`config.mk`:
```
export PLATFORM = sky130hd
export DESIGN_NAME = univ_shift_reg
export DESIGN_NICKNAME = d
export VERILOG_FILES = /design/src/rtl/univ_shift_reg.sv
export SDC_FILE = /design/constraint.sdc
export NUM_CORES = 1
export LEC_CHECK = 0
export CAP_MARGIN = 10
export CORE_MARGIN = 2
export CORE_UTILIZATION = 49
export DETAILED_ROUTE_END_ITERATION = 16
export PLACE_DENSITY = 0.95
export SLEW_MARGIN = 20
export SYNTH_ARGS = -nofsm -noshare
export SYNTH_HDL_FRONTEND = slang
export SYNTH_SLANG_ARGS = --single-unit
```
`constraint.sdc`:
```
create_clock -name clk -period 2.7 [get_ports clk]
set_clock_uncertainty 0.2 [all_clocks]
set_input_delay 0.27 -clock clk [delete_from_list [all_inputs] [get_ports clk]]
set_output_delay 0.27 -clock clk [all_outputs]
set_load 0.02 [all_outputs]
```
`src/rtl/univ_shift_reg.sv`:
```
// Universal shift register: load/clear/shift/rotate/ASR with a valid/ready command port and multi-cycle shift-by-N.
// Optional registered parity on q_par when UNIV_SHIFT_PARITY_EN is defined; otherwise q_par is tied to 0.
module univ_shift_reg #(
  parameter int WIDTH = 8,
  parameter int AMT_W = 4
) (
  input  logic             clk,
  input  logic             rst,
  input  logic             cmd_valid,
  output logic             cmd_ready,
  input  logic [2:0]       cmd_op,
  input  logic [AMT_W-1:0] cmd_amt,
  input  logic [WIDTH-1:0] load_data,
  input  logic             ser_in_l,
  input  logic             ser_in_r,
  output logic [WIDTH-1:0] q,
  output logic             ser_out_l,
  output logic             ser_out_r,
  output logic             done,
  output logic             q_par,
  output logic             dbg_state
);

  localparam logic [0:0] IDLE = 1'b0;
  localparam logic [0:0] RUN  = 1'b1;

  localparam logic [2:0] OP_LOAD  = 3'd0;
  localparam logic [2:0] OP_SHL   = 3'd1;
  localparam logic [2:0] OP_SHR   = 3'd2;
  localparam logic [2:0] OP_ROL   = 3'd3;
  localparam logic [2:0] OP_ROR   = 3'd4;
  localparam logic [2:0] OP_ASR   = 3'd5;
  localparam logic [2:0] OP_CLEAR = 3'd6;

  logic [0:0]       state_q, state_d;
  logic [AMT_W-1:0] count_q, count_d;
  logic [2:0]       op_q, op_d;
  logic [WIDTH-1:0] q_q, q_d;
  logic             done_q, done_d;

  // One single-bit step of a shift/rotate op; serial fills are taken live each step.
  function automatic logic [WIDTH-1:0] step(input logic [2:0] op, input logic [WIDTH-1:0] v,
                                            input logic sl, input logic sr);
    case (op)
      OP_SHL:  step = {v[WIDTH-2:0], sr};
      OP_SHR:  step = {sl, v[WIDTH-1:1]};
      OP_ROL:  step = {v[WIDTH-2:0], v[WIDTH-1]};
      OP_ROR:  step = {v[0], v[WIDTH-1:1]};
      OP_ASR:  step = {v[WIDTH-1], v[WIDTH-1:1]};
      default: step = v;
    endcase
  endfunction

  // Handshake: a command is taken on a rising edge where cmd_valid && cmd_ready;
  // cmd_ready is high only in IDLE, and commands offered while busy are dropped, not queued.
  always_comb begin
    state_d = state_q;
    count_d = count_q;
    op_d    = op_q;
    q_d     = q_q;
    done_d  = 1'b0;
    if (state_q == IDLE) begin
      if (cmd_valid) begin
        case (cmd_op)
          OP_LOAD: begin
            q_d    = load_data;
            done_d = 1'b1;
          end
          OP_CLEAR: begin
            q_d    = '0;
            done_d = 1'b1;
          end
          OP_SHL, OP_SHR, OP_ROL, OP_ROR, OP_ASR: begin
            if (cmd_amt == '0) begin
              done_d = 1'b1;
            end else begin
              op_d    = cmd_op;
              count_d = cmd_amt;
              state_d = RUN;
            end
          end
          default: done_d = 1'b1;
        endcase
      end
    end else begin
      q_d     = step(op_q, q_q, ser_in_l, ser_in_r);
      count_d = count_q - 1'b1;
      if (count_q == AMT_W'(1)) begin
        state_d = IDLE;
        done_d  = 1'b1;
      end
    end
  end

  always_ff @(posedge clk) begin
    if (rst) begin
      state_q <= IDLE;
      count_q <= '0;
      op_q    <= '0;
      q_q     <= '0;
      done_q  <= 1'b0;
    end else begin
      state_q <= state_d;
      count_q <= count_d;
      op_q    <= op_d;
      q_q     <= q_d;
      done_q  <= done_d;
    end
  end

`ifdef UNIV_SHIFT_PARITY_EN
  logic par_q, par_d;

  // Parity of the next q so it lines up with q on the same edge.
  always_comb par_d = ^q_d;

  always_ff @(posedge clk) begin
    if (rst) par_q <= 1'b0;
    else     par_q <= par_d;
  end

  assign q_par = par_q;
`else
  assign q_par = 1'b0;
`endif

  assign cmd_ready = (state_q == IDLE);
  assign q         = q_q;
  assign ser_out_l = q_q[WIDTH-1];
  assign ser_out_r = q_q[0];
  assign done      = done_q;
  assign dbg_state = state_q;

endmodule

```
run_1/ff_map.png
Drawn at 12 px/um.
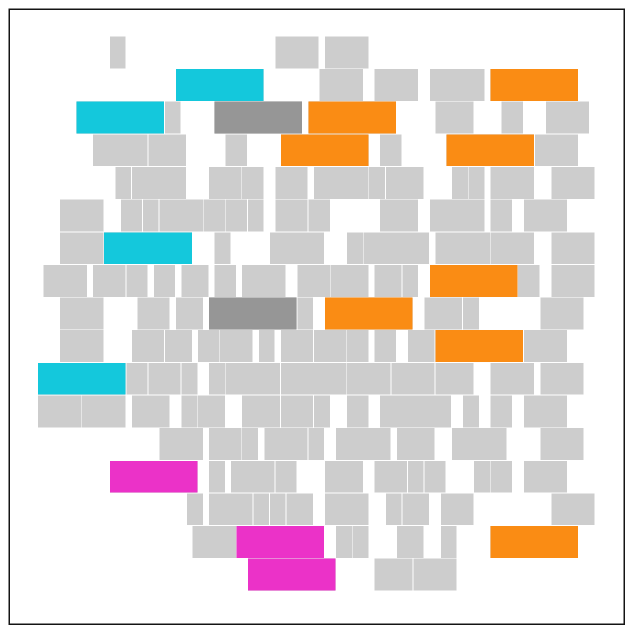
colour	netlist name	flops
orange	q	8
magenta	op_q	3
cyan	count_q	4
not coloured	2
fraction of standard cell area that is sequential: 23.8%
Seq. cell area: 340 um^2
power drawn by the sequential cells: 0.297 mW

run_1/port_trees.png
Drawn at 10 px/um.
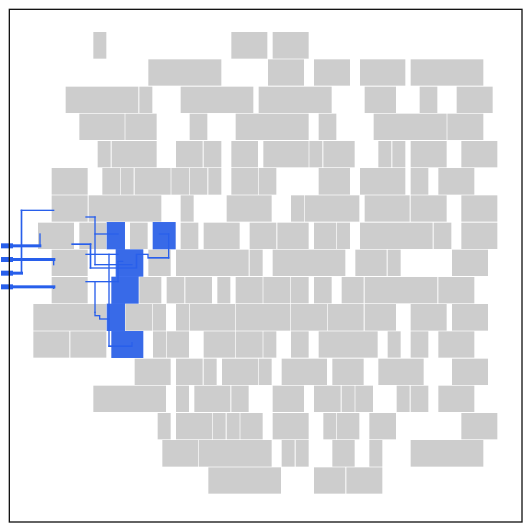
colour	port	direction	edge	end cells	buffers	wire
blue	cmd_amt	input	left	6	4	77.0 um
I/O pin count: 34
# port buffers: 32

run_1/layers.png
Drawn at 8 px/um. Only two layers are drawn.
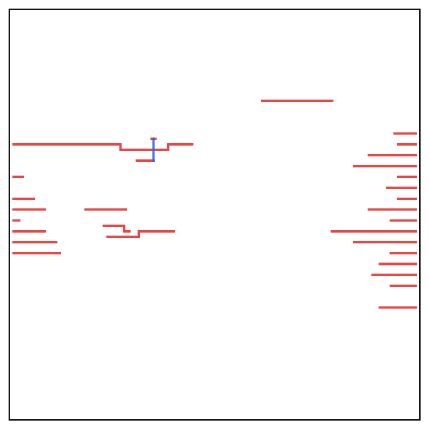
colour	layer	wire length
red	M3	150 um
blue	M4	2.70 um
routed len/inst: 14.8 um
routed wire length: 2730 um
gr usage total: 22.6%
Vias: 1126

run_1/placed.png
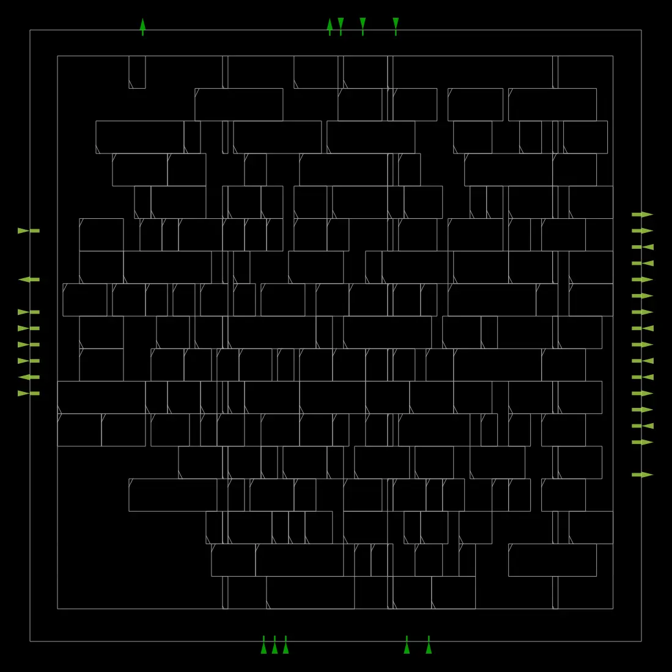
final cell utilization of the core: 66.5%
# Taps: 28
filler instances: 193
Floorplan Core Area: 0.00215 mm^2

==> deck_impl_summary.md, run 1 <==
Key Metrics from the Run

Timing
  – Fin. max-slew vios: 0
  – Hold Worst Slack: 331 ps
  – Final setup violation count: 0
  – Final hold violations: 0
  – Unrepaired setup endpoints after global routing: no
  – Final setup TNS: 0 ps

Critical path
  – Critical path depth: 2
  – Critical path type: reg2out
  – Required time of the worst setup path: 2230 ps
  – Number of cells traversed by the worst register-to-register path: 5
  – Worst path max stage delay: 700 ps
  – Worst Setup End Kind: output pin

Route
  – First DRT Iteration DRCs: 23
  – Met1 wire length: 1140 um
  – DRC: 0
  – Met2 layer wire length in the routed design: 1440 um
  – Met3 wire length: 150 um

Logic synthesis
  – Tally of yosys warning messages: 0
  – Share of synthesized area occupied by flip-flops and latches: 31.3%
  – Cell accounting for the most synthesized area: sky130_fd_sc_hd__dfxtp_1
  – Ys async rst share: 0%
  – Area share of the leading cell type in the synthesized netlist: 31.3%
  – Yosys cell count: 128
  – AND-OR/OR-AND share of the synthesized area: 33.8%

Place
  – Final RePlAce weighted congestion: 0.830
  – Setup slack after placement: 535 ps
  – Cell Area, Placed: 0.00140 mm^2

Final layout
  – Count of multi-input gates: 96
  – Final non-filler cell total: 185
  – Non-Clock Buffer Area Fraction: 23.0%
  – Flip-flops: 17
  – Multi-input logic area: 671 um^2
  – Non-CTS inverters: 7
  – Number of clock buffers in the layout: 3

Clock tree
  – Hold-fix buffer count after cts: 0
  – Clk root buf: sky130_fd_sc_hd__clkbuf_4
  – Inserted Clock Buffers: 3
  – Maximum root-to-sink buffer count: 2

Global route
  – Maximum number of pins on one net before global-route repair: 23
  – Number of antenna violations at the first check in global routing: 0

Power
  – Net switching power: 0.226 mW
  – Max IR drop VDD: 275 uV
  – Power attributed to combinational cells: 0.220 mW

Die
  – Starting utilization of the core area: 50.7%
  – Horizontal extent of the die: 51.1 um
  – Die height: 51.1 um

Run
  – Count of warning messages emitted by the tools: 27

Run status
  – Run status: finished clean
==> run 1: worst min-delay path by stage <==
| stage | from | endpoint | slack (ps) | cells past startpoint |
|---|---|---|---|---|
| finish | q[0]$_SDFFE_PP0P_ | q[0]$_SDFFE_PP0P_ | 330 | 2 |
| global route | q[6]$_SDFFE_PP0P_ | q[6]$_SDFFE_PP0P_ | 350 | 2 |
| CTS | q[6]$_SDFFE_PP0P_ | q[6]$_SDFFE_PP0P_ | 330 | 2 |
| detailed placement | q[1]$_SDFFE_PP0P_ | q[1]$_SDFFE_PP0P_ | 310 | 2 |
| global placement | count_q[3]$_SDFFE_PP0P_ | count_q[3]$_SDFFE_PP0P_ | 290 | 2 |
| floorplan | cmd_op[2] | op_q[2]$_SDFFE_PP0P_ | 210 | 2 |
==> run 2, diff against run 1 <==
--- a/config.mk
+++ b/config.mk
@@ -7,9 +7,9 @@
 export LEC_CHECK = 0
 export CAP_MARGIN = 10
 export CORE_MARGIN = 2
-export CORE_UTILIZATION = 49
+export CORE_UTILIZATION = 46
 export DETAILED_ROUTE_END_ITERATION = 16
-export PLACE_DENSITY = 0.95
+export PLACE_DENSITY = 0.9
 export SLEW_MARGIN = 20
 export SYNTH_ARGS = -nofsm -noshare
 export SYNTH_HDL_FRONTEND = slang
==> constraint.sdc (replaced) <==
create_clock -name clk -period 2.15 [get_ports clk]
set_clock_uncertainty 0.2 [all_clocks]
set_input_delay 0.215 -clock clk [delete_from_list [all_inputs] [get_ports clk]]
set_output_delay 0.215 -clock clk [all_outputs]
set_load 0.02 [all_outputs]
==> run 2 against run 1 <==
Worst hold slack got worse by 23 ps. Routed wire length increased by 0.77%. Combinational power increased by 31%. Critical path depth decreased by 1. Utilization decreased by 0.51 points. Die size increased by 6.0%. Total power increased by 27%. Synthesized area unchanged. Global-route usage decreased by 1.2 points.
==> deck_impl_summary.md, run 2 <==
Key Metrics from the Run

Run status
  – Run status: finished clean

Final layout
  – Flip-flops: 17 (unchanged)
  – Seq. cell area: 340 um^2 (unchanged)
  – Multi-input logic area: 671 um^2 (unchanged)
  – Non-CTS inverters: 7 (unchanged)
  – Count of multi-input gates: 96 (unchanged)
  – Non-Clock Buffer Area Fraction: 25.3% (+2.4 points)
  – Number of clock buffers in the layout: 3 (unchanged)
  – Final non-filler cell total: 191 (+3.2%)
  – Filler instances: 201 (+4.1%)

Critical path
  – Worst path max stage delay: 700 ps (about the same)
  – Worst Setup End Kind: output pin
  – Required time of the worst setup path: 1740 ps (-490 ps)

Clock tree
  – Inserted Clock Buffers: 3 (unchanged)
  – Clk root buf: sky130_fd_sc_hd__clkbuf_4
  – Hold-fix buffer count after cts: 0 (unchanged)
  – Maximum root-to-sink buffer count: 2 (unchanged)

Route
  – Routed len/inst: 14.4 um (-2.4%)
  – DRC: 0 (unchanged)
  – Met3 wire length: 164 um (+9.3%)
  – Met1 wire length: 1100 um (-3.2%)
  – Routed wire length: 2750 um (+0.77%)
  – Vias: 1123 (-0.27%)
  – Met2 layer wire length in the routed design: 1470 um (+2.4%)
  – Final ANT Viol Nets: 0

Global route
  – Gr usage total: 21.4% (-1.2 points)
  – Maximum number of pins on one net before global-route repair: 14 (-39%)

Logic synthesis
  – Tally of yosys warning messages: 0 (unchanged)
  – Yosys cell count: 128 (unchanged)
  – Ys async rst share: 0% (unchanged)
  – AND-OR/OR-AND share of the synthesized area: 33.8% (unchanged)
  – Area share of the leading cell type in the synthesized netlist: 31.3% (unchanged)
  – Cell accounting for the most synthesized area: sky130_fd_sc_hd__dfxtp_1

Run
  – Count of warning messages emitted by the tools: 27 (unchanged)

Die
  – Horizontal extent of the die: 52.6 um (+3.0%)
  – # Taps: 28 (unchanged)
  – Floorplan Core Area: 0.00223 mm^2 (+4.0%)

Timing
  – Final hold violations: 0 (unchanged)
  – Hold Worst Slack: 308 ps (-22.6 ps)
  – Fin. max-slew vios: 0 (unchanged)
  – Final setup TNS: 0 ps (unchanged)
  – Final setup violation count: 0 (unchanged)

Power
  – Max IR drop VDD: 459 uV (+67%)
  – Power attributed to combinational cells: 0.288 mW (+31%)
  – Net switching power: 0.283 mW (+25%)

Place
  – # port buffers: 32 (unchanged)
  – Setup slack after placement: 74.3 ps (-460 ps)
  – Cell Area, Placed: 0.00145 mm^2 (+3.2%)
==> run 2: cell count changes in the layout (fill, tap and decap cells not counted), sizes merged <==
cell	previous run	this run
buf	1	7
==> run 2: final timing paths <==
kind                             to  depth (start not counted)            startpoint  slack, ps
hold reg to reg   q[1]$_SDFFE_PP0P_                          2     q[1]$_SDFFE_PP0P_        320
setup reg to reg  q[5]$_SDFFE_PP0P_                          4  op_q[1]$_SDFFE_PP0P_        300
setup / recovery          dbg_state                          1  dbg_state$_SDFF_PP0_        140
hold / removal    q[7]$_SDFFE_PP0P_                          3          load_data[7]        310
run_2/ff_map.png
Drawn at 12 px/um.
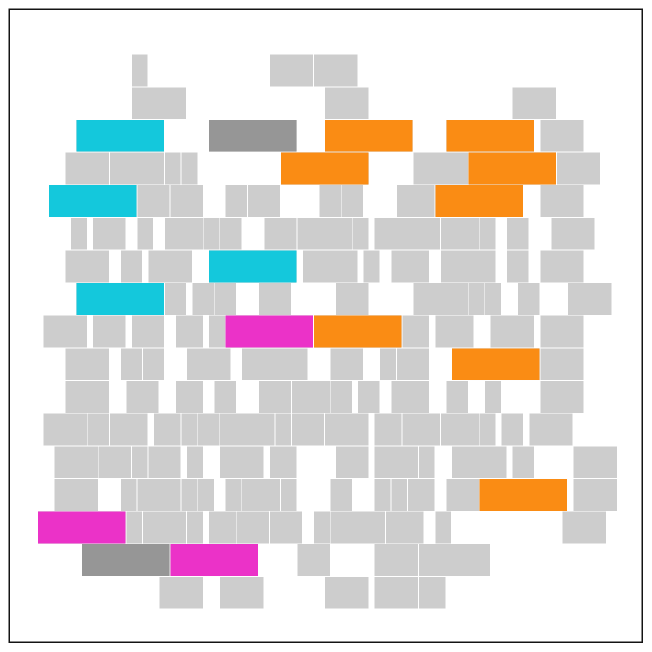
colour	netlist name	flops
magenta	op_q	3
cyan	count_q	4
orange	q	8
not coloured	2
power drawn by the sequential cells: 0.377 mW
final cell utilization of the core: 65.9%
fraction of standard cell area that is sequential: 23.1%

Power is estimated from default activity; no workload was simulated.
